### Clock distribution

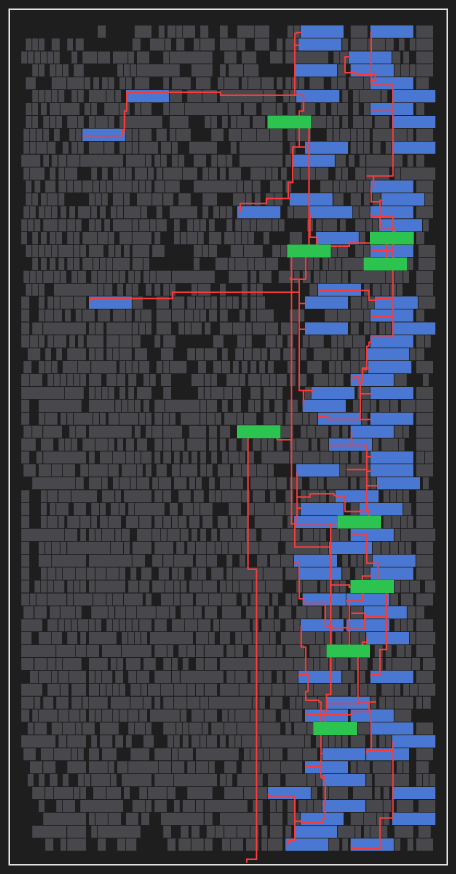
### The metal 4 layer

Scale bar: 20 um.
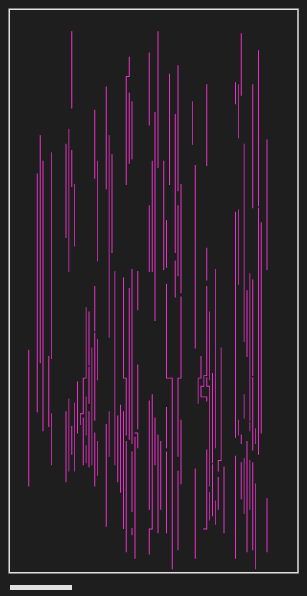
### Cells by drive strength

Scale bar: 20 um.
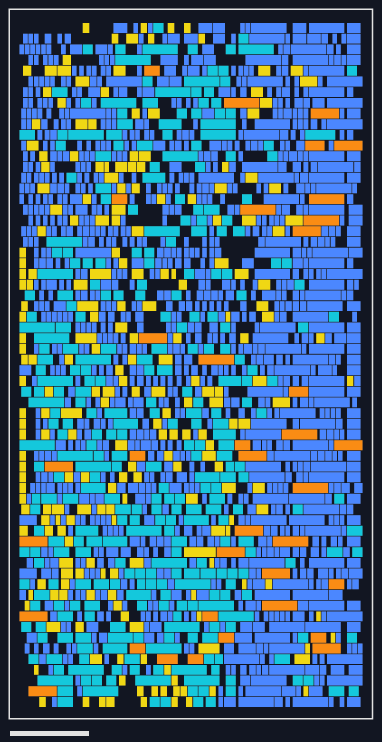
===== src/rtl/alu_exec_unit_if.sv =====
// Sequencer <-> execute-unit bus: start/busy/done handshake, decoded controls, operands and flags.
interface alu_exec_unit_if #(
    parameter int unsigned WIDTH = 32
);
    logic             start;
    logic [2:0]       opSwitch;
    logic             isLog;
    logic             dir;
    logic [2:0]       flagSwitch;
    logic [WIDTH-1:0] srcA;
    logic [WIDTH-1:0] srcB;
    logic [WIDTH-1:0] result;
    logic             done;
    logic             busy;
    logic             carry;
    logic             zero;
    logic             sign;

    modport master (
        output start, opSwitch, isLog, dir, flagSwitch, srcA, srcB,
        input  result, done, busy, carry, zero, sign
    );

    modport slave (
        input  start, opSwitch, isLog, dir, flagSwitch, srcA, srcB,
        output result, done, busy, carry, zero, sign
    );
endinterface


===== src/rtl/alu_exec_unit.sv =====
// Multi-cycle execute unit: single-cycle logic/arith ops, bit-serial shifter, architectural flags.
module alu_exec_unit #(
    parameter int unsigned WIDTH   = 32,
    parameter int unsigned SHAMT_W = 5
) (
    input  logic           clk,
    input  logic           reset,
    alu_exec_unit_if.slave bus
);
    localparam logic [2:0] OP_ADD   = 3'd0;
    localparam logic [2:0] OP_COMP  = 3'd1;
    localparam logic [2:0] OP_AND   = 3'd2;
    localparam logic [2:0] OP_XOR   = 3'd3;
    localparam logic [2:0] OP_SHIFT = 3'd4;

    typedef enum logic [1:0] {
        IDLE  = 2'd0,
        SHIFT = 2'd1,
        FIN   = 2'd2
    } stateT;

    stateT              state;
    stateT              stateNext;

    logic [WIDTH-1:0]   shReg;
    logic [SHAMT_W-1:0] count;
    logic               lastOut;
    logic               isLogReg;
    logic               dirReg;
    logic [2:0]         flagEn;

    logic [WIDTH-1:0]   resultReg;
    logic               doneReg;
    logic               busyReg;
    logic               carryReg;
    logic               zeroReg;
    logic               signReg;

    logic [WIDTH-1:0]   resultNext;
    logic               doneNext;
    logic               busyNext;
    logic               carryNext;
    logic               zeroNext;
    logic               signNext;

    logic               accept;
    logic [SHAMT_W-1:0] shamt;
    logic [WIDTH-1:0]   opResult;
    logic               opCarry;
    logic [WIDTH-1:0]   shNext;
    logic               shOut;

    // A start coinciding with the done pulse is dropped; only a quiet IDLE accepts.
    assign accept = (state == IDLE) && bus.start && !doneReg;
    assign shamt  = bus.srcB[SHAMT_W-1:0];

    // Single-cycle ops; also provides the pass-through value that seeds the shifter.
    always_comb begin
        opResult = bus.srcA;
        opCarry  = 1'b0;
        case (bus.opSwitch)
            OP_ADD:  {opCarry, opResult} = {1'b0, bus.srcA} + {1'b0, bus.srcB};
            OP_COMP: begin
                opResult = ~bus.srcB + WIDTH'(1);
                opCarry  = (bus.srcB == '0);
            end
            OP_AND:  opResult = bus.srcA & bus.srcB;
            OP_XOR:  opResult = bus.srcA ^ bus.srcB;
            default: begin
                opResult = bus.srcA;
                opCarry  = 1'b0;
            end
        endcase
    end

    // One-bit shift step; arithmetic right replicates the MSB.
    always_comb begin
        if (dirReg) begin
            shNext = {(!isLogReg) & shReg[WIDTH-1], shReg[WIDTH-1:1]};
            shOut  = shReg[0];
        end else begin
            shNext = {shReg[WIDTH-2:0], 1'b0};
            shOut  = shReg[WIDTH-1];
        end
    end

    always_ff @(posedge clk or negedge reset) begin
        if (!reset) begin
            state <= IDLE;
        end else begin
            state <= stateNext;
        end
    end

    always_comb begin
        stateNext = state;
        case (state)
            IDLE: begin
                if (accept) begin
                    stateNext = ((bus.opSwitch == OP_SHIFT) && (shamt != '0)) ? SHIFT : FIN;
                end
            end
            SHIFT: begin
                if (count == SHAMT_W'(1)) begin
                    stateNext = FIN;
                end
            end
            FIN:     stateNext = IDLE;
            default: stateNext = IDLE;
        endcase
    end

    // Output values for the next edge; result and flags only change on completion.
    always_comb begin
        doneNext   = 1'b0;
        busyNext   = (stateNext == SHIFT);
        resultNext = resultReg;
        carryNext  = carryReg;
        zeroNext   = zeroReg;
        signNext   = signReg;
        if (state == FIN) begin
            doneNext   = 1'b1;
            resultNext = shReg;
            if (flagEn[0]) carryNext = lastOut;
            if (flagEn[1]) zeroNext  = (shReg == '0);
            if (flagEn[2]) signNext  = shReg[WIDTH-1];
        end
    end

    always_ff @(posedge clk or negedge reset) begin
        if (!reset) begin
            resultReg <= '0;
            doneReg   <= 1'b0;
            busyReg   <= 1'b0;
            carryReg  <= 1'b0;
            zeroReg   <= 1'b0;
            signReg   <= 1'b0;
            shReg     <= '0;
            count     <= '0;
            lastOut   <= 1'b0;
            isLogReg  <= 1'b0;
            dirReg    <= 1'b0;
            flagEn    <= '0;
        end else begin
            resultReg <= resultNext;
            doneReg   <= doneNext;
            busyReg   <= busyNext;
            carryReg  <= carryNext;
            zeroReg   <= zeroNext;
            signReg   <= signNext;
            if (accept) begin
                isLogReg <= bus.isLog;
                dirReg   <= bus.dir;
                flagEn   <= bus.flagSwitch;
                shReg    <= opResult;
                lastOut  <= opCarry;
                count    <= (bus.opSwitch == OP_SHIFT) ? shamt : '0;
            end else if (state == SHIFT) begin
                shReg   <= shNext;
                lastOut <= shOut;
                count   <= count - SHAMT_W'(1);
            end
        end
    end

    assign bus.result = resultReg;
    assign bus.done   = doneReg;
    assign bus.busy   = busyReg;
    assign bus.carry  = carryReg;
    assign bus.zero   = zeroReg;
    assign bus.sign   = signReg;
endmodule


===== src/flat_wrapper.sv =====
// flat-port wrapper written by rule: the top's interface ports become plain ports
module alu_exec_unit_flat 
#(
    parameter int unsigned WIDTH   = 32,
    parameter int unsigned SHAMT_W = 5
)
  (clk, reset, bus_start, bus_opSwitch, bus_isLog, bus_dir, bus_flagSwitch, bus_srcA, bus_srcB, bus_result, bus_done, bus_busy, bus_carry, bus_zero, bus_sign);
  alu_exec_unit_if #(.WIDTH(WIDTH)) bus_i ();
  input  logic clk;
  input  logic reset;
  input wire logic [$bits(bus_i.start)-1:0] bus_start;
  input wire logic [$bits(bus_i.opSwitch)-1:0] bus_opSwitch;
  input wire logic [$bits(bus_i.isLog)-1:0] bus_isLog;
  input wire logic [$bits(bus_i.dir)-1:0] bus_dir;
  input wire logic [$bits(bus_i.flagSwitch)-1:0] bus_flagSwitch;
  input wire logic [$bits(bus_i.srcA)-1:0] bus_srcA;
  input wire logic [$bits(bus_i.srcB)-1:0] bus_srcB;
  output wire logic [$bits(bus_i.result)-1:0] bus_result;
  output wire logic [$bits(bus_i.done)-1:0] bus_done;
  output wire logic [$bits(bus_i.busy)-1:0] bus_busy;
  output wire logic [$bits(bus_i.carry)-1:0] bus_carry;
  output wire logic [$bits(bus_i.zero)-1:0] bus_zero;
  output wire logic [$bits(bus_i.sign)-1:0] bus_sign;
  assign bus_i.start = bus_start;
  assign bus_i.opSwitch = bus_opSwitch;
  assign bus_i.isLog = bus_isLog;
  assign bus_i.dir = bus_dir;
  assign bus_i.flagSwitch = bus_flagSwitch;
  assign bus_i.srcA = bus_srcA;
  assign bus_i.srcB = bus_srcB;
  assign bus_result = bus_i.result;
  assign bus_done = bus_i.done;
  assign bus_busy = bus_i.busy;
  assign bus_carry = bus_i.carry;
  assign bus_zero = bus_i.zero;
  assign bus_sign = bus_i.sign;
  alu_exec_unit #(.WIDTH(WIDTH), .SHAMT_W(SHAMT_W)) u_core (.clk(clk), .reset(reset), .bus(bus_i));
endmodule

===== config.mk =====
export PLATFORM = sky130hd
export DESIGN_NAME = alu_exec_unit_flat
export DESIGN_NICKNAME = d
export VERILOG_FILES = /design/src/rtl/alu_exec_unit_if.sv /design/src/rtl/alu_exec_unit.sv /design/src/flat_wrapper.sv
export SDC_FILE = /design/constraint.sdc
export NUM_CORES = 1
export LEC_CHECK = 0
export ABC_AREA = 1
export CAP_MARGIN = 30
export CORE_AREA = 2 2 90 178
export CTS_CLUSTER_SIZE = 24
export DETAILED_ROUTE_END_ITERATION = 8
export DIE_AREA = 0 0 92 180
export PLACE_DENSITY = 0.81
export SETUP_SLACK_MARGIN = 0.02
export SLEW_MARGIN = 25
export SYNTH_ARGS = -nofsm -noshare
export SYNTH_HDL_FRONTEND = slang
export SYNTH_SLANG_ARGS = --single-unit

===== constraint.sdc =====
create_clock -name clk -period 1.8 [get_ports clk]
set_input_delay 0.36 -clock clk [delete_from_list [all_inputs] [get_ports clk]]
set_output_delay 0.36 -clock clk [all_outputs]
set_load 0.02 [all_outputs]

==> impl_metrics.env <==
# implementation run metrics
export IMPL_worst_slack_ns=-0.0451
export IMPL_synth_xor_area_share_pct=0.308
export IMPL_rows=64
export IMPL_final_layout_size_suffix_gt1_share_pct=33.4
export IMPL_r2r_slack_ns=-0.04
export IMPL_pg_clk_mw=1.77
export IMPL_core_um2=15200
export IMPL_intPower_mw=7.24
export IMPL_seq_power_mw=3.56
export IMPL_drc=0
export IMPL_min_path_type="input port to flip-flop"
export IMPL_setup_viol=7
export IMPL_cts_made_buffers=9
export IMPL_enable_flop_cells=0
export IMPL_ys_top_logic_family="simple AND/OR/NAND/NOR gates"
export IMPL_ys_cells=1434
export IMPL_logic_area_um2=6660
export IMPL_ys_top_cells_by_count="nand2_1 (456), inv_1 (218), nor2_1 (162)"
export IMPL_critPathKind="input port to flip-flop"
export IMPL_place_gp_congestion=1.04
export IMPL_power_density_nw_per_um2=1100
export IMPL_ys_warn_count=0
export IMPL_nNonClkBuffers=337
export IMPL_place_area_um2=11400
export IMPL_most_common_cell="nand2_1"
export IMPL_synth_area_leader_cell="dfrtp_1"
export IMPL_io_pins=112
export IMPL_drtIter0Drc=960
export IMPL_antenna_found_initial=0
export IMPL_rsz0062_at_grt="true"
export IMPL_clockRootBuffer="clkbuf_16"
export IMPL_maxSlewHeadroom_pct=71.2
export IMPL_n_fill_cell=975
export IMPL_netlist_area_um2=8530
export IMPL_synth_distinct_cells=45
export IMPL_grt_pass1_vias=11205
export IMPL_ff_type="dfrtp_1"
export IMPL_fp_util_pct=56.1
export IMPL_die_h_um=180
export IMPL_outcome="finished with violations"
export IMPL_final_instance_count_excl_fill=1940
export IMPL_ff2ff_path_depth=7
export IMPL_die_area_um2=16600
export IMPL_vias=11672
export IMPL_violations="setup timing"
export IMPL_n_tap_cell=198
export IMPL_grt_usage_pct=42.7
export IMPL_post_place_cells=1901
export IMPL_htree_levels=3
About 'Clock distribution':
Key: flip-flops = blue [count 82]; clock wires = red [length 1050 um]; clock-net drivers = green [count 9]
There are 10 routed clock nets. Position of the flops: a vertical strip on the right.

About 'The metal 4 layer':
The layer carries 3680 um of wire. The layer holds 9.5% of the routed length. 111 nets have wire on it. The longest straight run is 86.4 um.

About 'Cells by drive strength':
Key: x1 and smaller = blue [cells 1160, share 67%]; x6 and larger = orange [cells 36, share 2.1%]; x3 and x4 = cyan [cells 322, share 18%]; x2 = yellow [cells 224, share 13%]
Layout area overhead: 51.3%
post-route cell area: 12900 um2

worst max path at each step:
stage	startpoint	endpoint	slack, ns	cells after the start
finish	bus_start	u_core.shReg[27]	-0.05	10
detailed placement	bus_srcB[0]	u_core.shReg[20]	-0.78	16
global route	bus_srcB[0]	u_core.shReg[15]	-0.10	15
CTS	bus_srcB[14]	u_core.shReg[15]	0.008	13
global placement	bus_srcB[7]	u_core.shReg[26]	-0.76	13
floorplan	bus_srcB[3]	u_core.shReg[10]	0.04	12
stage by stage:
stage	setup WS [ns]	hold slack, ns
4_1_cts	0.00790	0.367
6_report	-0.0451	0.392
3_3_place_gp	-0.764	0.313
2_1_floorplan	0.0370	0.0644
5_1_grt	-0.103	0.398
3_5_place_dp	-0.779	0.317
